File: config.mk
export PLATFORM = sky130hd
export DESIGN_NAME = tan_range_reduce
export DESIGN_NICKNAME = d
export VERILOG_FILES = /design/src/rtl/tan_pkg.sv /design/src/rtl/fp_add32.sv /design/src/rtl/tan_range_reduce.sv
export SDC_FILE = /design/constraint.sdc
export NUM_CORES = 1
export LEC_CHECK = 0
export CAP_MARGIN = 20
export CORE_AREA = 2 2 204 166
export DETAILED_ROUTE_END_ITERATION = 8
export DIE_AREA = 0 0 206 168
export GPL_TIMING_DRIVEN = 1
export HOLD_SLACK_MARGIN = 0.06
export SLEW_MARGIN = 20
export SYNTH_ARGS = -nofsm -noshare
export SYNTH_HDL_FRONTEND = slang
export SYNTH_SLANG_ARGS = --single-unit
File: constraint.sdc
create_clock -name clk -period 11.08 [get_ports clk]
set_clock_uncertainty 0.2 [all_clocks]
set_input_delay 1.662 -clock clk [delete_from_list [all_inputs] [get_ports clk]]
set_output_delay 1.662 -clock clk [all_outputs]
set_load 0.05 [all_outputs]
File: src/rtl/tan_pkg.sv
// Shared constants, state type and float helpers for the tangent range reducer.
package tan_pkg;

    localparam int SIGN_W = 1;
    localparam int EXP_W  = 8;
    localparam int MANT_W = 23;

    localparam logic [31:0] PI_F      = 32'h40490fdb;
    localparam logic [31:0] HALF_PI_F = 32'h3fc90fdb;
    localparam logic [31:0] QNAN_F    = 32'h7fc00000;

    typedef enum logic [1:0] {
        IDLE  = 2'd0,
        CHECK = 2'd1,
        SUB   = 2'd2,
        FIN   = 2'd3
    } state_e;

    function automatic logic [31:0] ftz(input logic [31:0] f);
        logic [31:0] r;
        r = f;
        if (f[30:23] == '0) r = {f[31], 31'b0};
        return r;
    endfunction

endpackage

File: src/rtl/fp_add32.sv
// Combinational single-precision adder, round-to-nearest-even.
// Subnormal operands and results are flushed to signed zero.
module fp_add32
    import tan_pkg::*;
(
    input  logic [31:0] a,
    input  logic [31:0] b,
    output logic [31:0] sum
);

    logic               a_big;
    logic [31:0]        hi;
    logic [31:0]        lo;
    logic [26:0]        mh;
    logic [26:0]        ml;
    logic [26:0]        mls;
    logic [26:0]        mask;
    logic [7:0]         d;
    logic [27:0]        s;
    logic [26:0]        n;
    logic [4:0]         lz;
    logic signed [9:0]  e;
    logic [24:0]        r;
    logic               rup;
    logic [MANT_W-1:0]  mant;

    always_comb begin
        a_big = a[30:0] >= b[30:0];
        hi    = a_big ? ftz(a) : ftz(b);
        lo    = a_big ? ftz(b) : ftz(a);
        mh    = {hi[30:23] != '0, hi[22:0], 3'b0};
        ml    = {lo[30:23] != '0, lo[22:0], 3'b0};
        d     = hi[30:23] - lo[30:23];
        mask  = '0;
        if (d >= 8'd27) begin
            mls = {26'b0, |ml};
        end else begin
            mask = ~({27{1'b1}} << d);
            mls  = ml >> d;
            mls[0] = mls[0] | (|(ml & mask));
        end
        if (hi[31] == lo[31]) s = {1'b0, mh} + {1'b0, mls};
        else                  s = {1'b0, mh} - {1'b0, mls};

        e  = $signed({2'b0, hi[30:23]});
        lz = '0;
        for (int i = 0; i < 27; i++) begin
            if (s[i]) lz = 5'(26 - i);
        end
        if (s[27]) begin
            n = {s[27:2], s[1] | s[0]};
            e = e + 10'sd1;
        end else begin
            n = s[26:0] << lz;
            e = e - $signed({5'b0, lz});
        end

        // Guard is n[2]; ties go to the even mantissa
        rup  = n[2] & ((n[1] | n[0]) | n[3]);
        r    = {1'b0, n[26:3]} + {24'b0, rup};
        mant = r[24] ? r[23:1] : r[22:0];
        if (r[24]) e = e + 10'sd1;

        if (s == '0)              sum = {hi[31] & lo[31], 31'b0};
        else if (e <= 10'sd0)     sum = {hi[31], 31'b0};
        else if (e >= 10'sd255)   sum = {hi[31], 8'hff, 23'b0};
        else                      sum = {hi[31], e[7:0], mant};
    end

endmodule

File: src/rtl/tan_range_reduce.sv
// Folds an angle into [-pi/2, +pi/2] by repeated pi subtraction.
// Optional iter_count status port: define TAN_RR_ITER_STATUS_EN.
module tan_range_reduce #(
    parameter int          MAX_ITER  = 64,
    parameter logic [31:0] PI_F      = tan_pkg::PI_F,
    parameter logic [31:0] HALF_PI_F = tan_pkg::HALF_PI_F
) (
    input  logic        clk,
    input  logic        rst_n,
    input  logic        start_restart,
    input  logic [31:0] angle,
    output logic        busy,
    output logic        done,
    output logic [31:0] result,
`ifdef TAN_RR_ITER_STATUS_EN
    output logic [6:0]  iter_count,
`endif
    output logic        err
);

    import tan_pkg::*;

    localparam int CW = ($clog2(MAX_ITER + 1) > 7) ? $clog2(MAX_ITER + 1) : 7;

    state_e        state_q, state_d;
    logic [31:0]   x_q, x_d;
    logic [CW-1:0] cnt_q, cnt_d;
    logic          perr_q, perr_d;
    logic          done_q, done_d;
    logic [31:0]   result_q, result_d;
    logic          err_q, err_d;
    logic [31:0]   sub_sum;

    fp_add32 u_add (
        .a   (x_q),
        .b   ({~x_q[31], PI_F[30:0]}),
        .sum (sub_sum)
    );

    always_comb begin
        state_d  = state_q;
        x_d      = x_q;
        cnt_d    = cnt_q;
        perr_d   = perr_q;
        done_d   = 1'b0;
        result_d = result_q;
        err_d    = err_q;
        if (start_restart) begin
            state_d = CHECK;
            x_d     = ftz(angle);
            cnt_d   = '0;
            perr_d  = 1'b0;
        end else begin
            unique case (state_q)
                IDLE: ;
                CHECK: begin
                    state_d = FIN;
                    if (x_q[30:23] == 8'hff) begin
                        x_d    = QNAN_F;
                        perr_d = 1'b1;
                    end else if (x_q[30:0] <= HALF_PI_F[30:0]) begin
                        perr_d = 1'b0;
                    end else if (cnt_q == CW'(MAX_ITER)) begin
                        perr_d = 1'b1;
                    end else begin
                        state_d = SUB;
                    end
                end
                SUB: begin
                    x_d     = sub_sum;
                    cnt_d   = cnt_q + 1'b1;
                    state_d = CHECK;
                end
                FIN: begin
                    done_d   = 1'b1;
                    result_d = x_q;
                    err_d    = perr_q;
                    state_d  = IDLE;
                end
                default: state_d = IDLE;
            endcase
        end
    end

    always_ff @(posedge clk or negedge rst_n) begin
        if (!rst_n) begin
            state_q  <= IDLE;
            x_q      <= '0;
            cnt_q    <= '0;
            perr_q   <= 1'b0;
            done_q   <= 1'b0;
            result_q <= '0;
            err_q    <= 1'b0;
        end else begin
            state_q  <= state_d;
            x_q      <= x_d;
            cnt_q    <= cnt_d;
            perr_q   <= perr_d;
            done_q   <= done_d;
            result_q <= result_d;
            err_q    <= err_d;
        end
    end

`ifdef TAN_RR_ITER_STATUS_EN
    logic [6:0] iter_q, iter_d;

    always_comb begin
        iter_d = iter_q;
        if (!start_restart && state_q == FIN) iter_d = cnt_q[6:0];
    end

    always_ff @(posedge clk or negedge rst_n) begin
        if (!rst_n) iter_q <= '0;
        else        iter_q <= iter_d;
    end

    assign iter_count = iter_q;
`endif

    assign busy   = state_q != IDLE;
    assign done   = done_q;
    assign result = result_q;
    assign err    = err_q;

endmodule

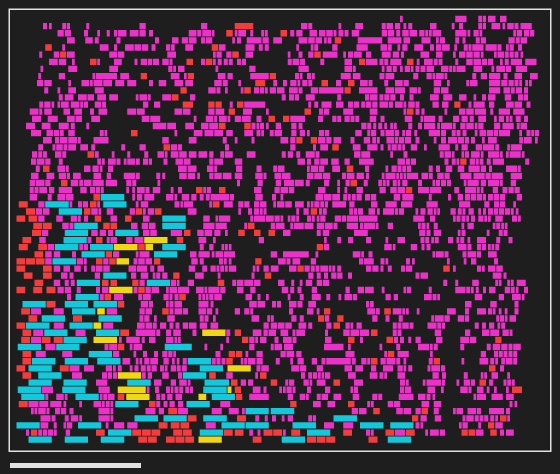
**Above:** placed cells, one color a class.
The bar under the picture is 50 µm long.
legend:
  magenta:
    class: remaining logic cells
    cells: 1828
    share_of_their_area: 76%
  cyan:
    class: registers
    cells: 76
    share_of_their_area: 12%
  red:
    class: remaining buffers and delay cells
    cells: 197
    share_of_their_area: 10%
  yellow:
    class: clock drivers and dummy loads
    cells: 16
    share_of_their_area: 1.9%

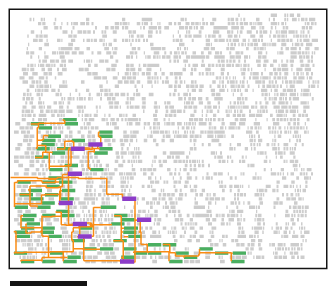
**Above:** routed clock nets over the placement.
The bar under the picture is 50 µm long.
legend:
  purple:
    item: clock-net drivers
    count: 9
  green:
    item: flip-flops
    count: 76
  orange:
    item: clock wires
    length: 1130 µm
routed clock nets: 10

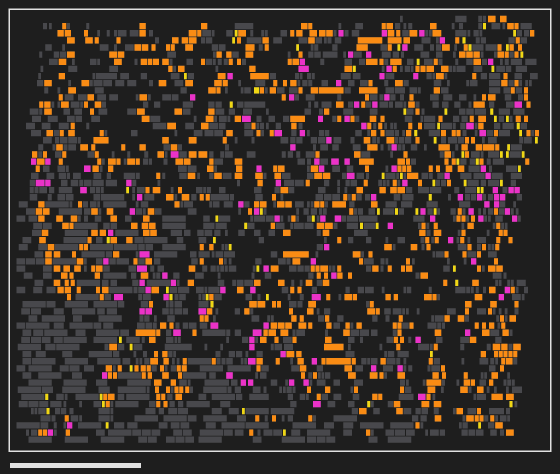
**Above:** logic cells by family.
The bar under the picture is 50 µm long.
legend:
  magenta:
    family: and/or cells
    cells: 123
    where: all over the die
  yellow:
    family: inv cells
    cells: 79
    where: all over the die
  orange:
    family: aoi and oai cells
    cells: 623
    where: all over the die

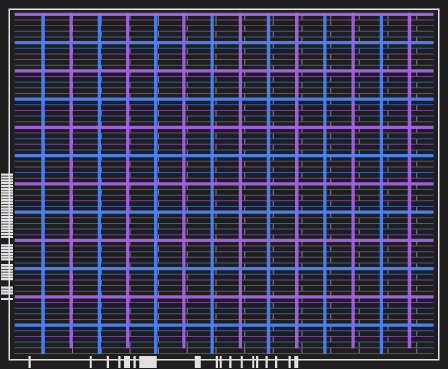
**Above:** supply network.
Pins as bars on the die edge. Tap cells in gray.
legend:
  blue:
    net: VSS
  purple:
    net: VDD
met4 straps: 14
met5 straps: 12
tap cells: 434

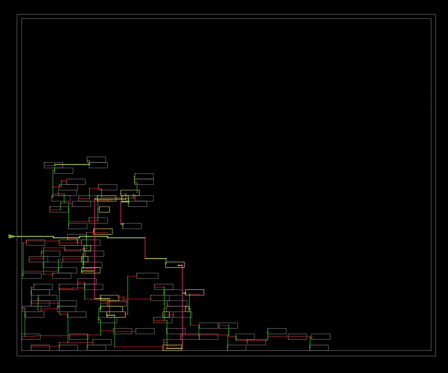
**Above:** clock nets.
Late-Pin Clk Latency: 350 ps
clk_buf instances: 10

==> ci_impl_report.md <==
## PnR job results

| Metric | Value |
|---|---|
| Largest net degree at the start of global routing | 77 |
| Share of cells above drive strength 1 | a little over an eighth |
| Largest area contributor in the netlist | dfrtp_1 |
| Minimum clock period | ~11000 ps |
| Maximum clock frequency | around 94 MHz |
| Fin cells | about 2600 |
| Clock slew at reported path FFs | 70 ps |
| Post-synth ARST share | 100.0% |
| Final TNS setup | 0 ps |
| GRT Total Usage | between 30 and 40% |
| IO Count | roughly 70 |
| Vias in the first global route | ~17000 |
| Die Y | roughly 170 µm |
| Final Cell Area | about 0.017 mm² |
| # rows | around 60 |
| Vias per cell | roughly 7.0 |
| Area after DPL | around 0.016 mm² |
| Crit share post-route | a little over nine tenths |
| Post-CTS Hold Fix Bufs | 0 |
| Final hold vios | 0 |
| Worst path max stage delay | between 500 and 600 ps |
| Initial core utilization | 44.00% |
| Area leader share | about an eighth |
| Crit path DAT | 10640 ps |
| Critical Path RT | approximately 11000 ps |
| Port bufs | 69 |
| Cell count listed in synth_stat.txt | around 2000 |
| CP max stage cell | dfrtp_1 |
| Initial DRC Count | roughly 2300 |
| Status | completed |
| ANT cells | 0 |
| Remaining DRCs | 0 |
| DR WL/cell | ~27 µm |
| Grt total ovfl | 0 |
| Cell area leaders | dfrtp_1, ha_1, a21oi_1 |
| Post-DP HPWL | roughly 54000 µm |
| EDFF count, synth | 0 |
| Max Slew Vio Count | 0 |
| Main synth FF type | dfrtp_1 |
| End-of-flow core utilization | 50.26% |
| Flop area | 0.001907 mm² |
| Worst slew margin | between 20% and 30% |
| Critical path's most frequent cell | nand2_1 |
| Hold Slack | approximately 280 ps |
| Startpoint types | register |
| Setup CP Type | register to register |
| Hold Crit Class | register to register |
| Routed WL | just under 70000 µm |
| Placed Cells incl. Taps | between 2000 and 3000 |
| Least-Margin Pin Slew | ~1100 ps |
| Synth cell count leaders | nand2_1, nor2_1, a21oi_1 |
| CTS tree | built |
| Nets@finish | 2213 |
| Clk sinks | between 70 and 80 |
| Fillers | 3377 |
| Yosys stat area | approximately 0.014 mm² |
| Logic cell area | 0.01180 mm² |
| First-pass GRT wire length | 103900 µm |
| Post-Place Setup Slack | 160.6 ps |
| YS warnings | 0 |
| Most instantiated logic cells after routing | nand2_1, nor2_1, a21oi_1, buf_4, o21ai_0 |
| DIE AREA | roughly 0.035 mm² |
| Initial DRT Pass Iterations | 6 |
| CP Max Fanout | 33 |
| Crit path buffers/inverters | 5 |
| # setup viols final | 0 |
| Initial antenna violation count | 4 |
| Area of the mapped netlist | ~0.014 mm² |
| H-tree lvl count | 3 |
| Most frequent cell after synthesis | nand2_1 |
| Log Warnings | around 45 |
| Clock Tree Root | clkbuf_16 |
| Horiz. Die Dim | approximately 210 µm |
| Syn Area/Cell | ~7 µm² |
| Layout Area Growth over Synthesis | 14.24% |
| Post-DRT Antenna Nets | 0 |
| Mapped Cells | roughly 2000 |
| Cts bufs inserted | 9 |
| Synth cell types | around 110 |
| #FFs+latches synth | between 70 and 80 |
| Routability congestion estimate | a little over 1 |
| Top cell excl fill/tap | nand2_1 |
| DR vias | 17770 |
| Synth Seq Share | roughly an eighth |
| CTS Buffer Depth | 2 |
| Max-cap violations | 0 |
| Worst path top cell family by delay | AND-OR/OR-AND gates |
| CORE AREA | roughly 0.033 mm² |
| Fin worst setup slack | between 400 and 500 ps |
| Setup crit end kind | register |
[timing repair]
action,CTS,global route
gates resized,0,41
setup buffers,0,1
endpoints found under the setup margin,0,31
[worst paths after layout]
path	startpoint	end	slack, ps	cells past startpoint
worst max-delay path	x_q[15]	x_q[0]	470	39
worst min-delay path	result[24]	result[24]	280	2
worst max register to register	x_q[15]	x_q[0]	470	39
worst min register to register	result[24]	result[24]	280	2
max in group asynchronous	rst_n	x_q[30]	8720	1
min in group asynchronous	rst_n	cnt_q[6]	1260	1
[area by class of cell]
class	count	share of cell area, %
clock buffers	10	1.446
inverters	79	1.810
clock inverters	6	0.4240
flip-flops and latches	76	11.54
multi-input cells	1749	71.37
repair buffers	197	10.12
well taps	434	3.286
[per-layer routing]
| layer | GRT usage [%] | wire length [µm] | vias to the layer above |
|---|---|---|---|
| met5 | 0 | 27 | - |
| met4 | 13.23 | 2668 | 4 |
| met3 | 9.408 | 8384 | 176 |
| met2 | 55.87 | 28060 | 1201 |
| met1 | 56.87 | 30220 | 8476 |
| li1 | - | - | 7915 |
[flip-flops by register name, indices dropped and copies added, names as in the netlist]
| signal | cells |
|---|---|
| cnt_q | 7 |
| done | 1 |
| err | 1 |
| perr_q | 1 |
| result | 32 |
| state_q | 2 |
| x_q | 32 |
[cell families after synthesis]
kind of cell	share of synthesized area, %
simple gates	26.50
compound gates	36.59
buf+inv	6.504
mux	7.430
flops	13.15
fa+ha+maj	5.812
xor+xnor	3.996
other cells	0.02592
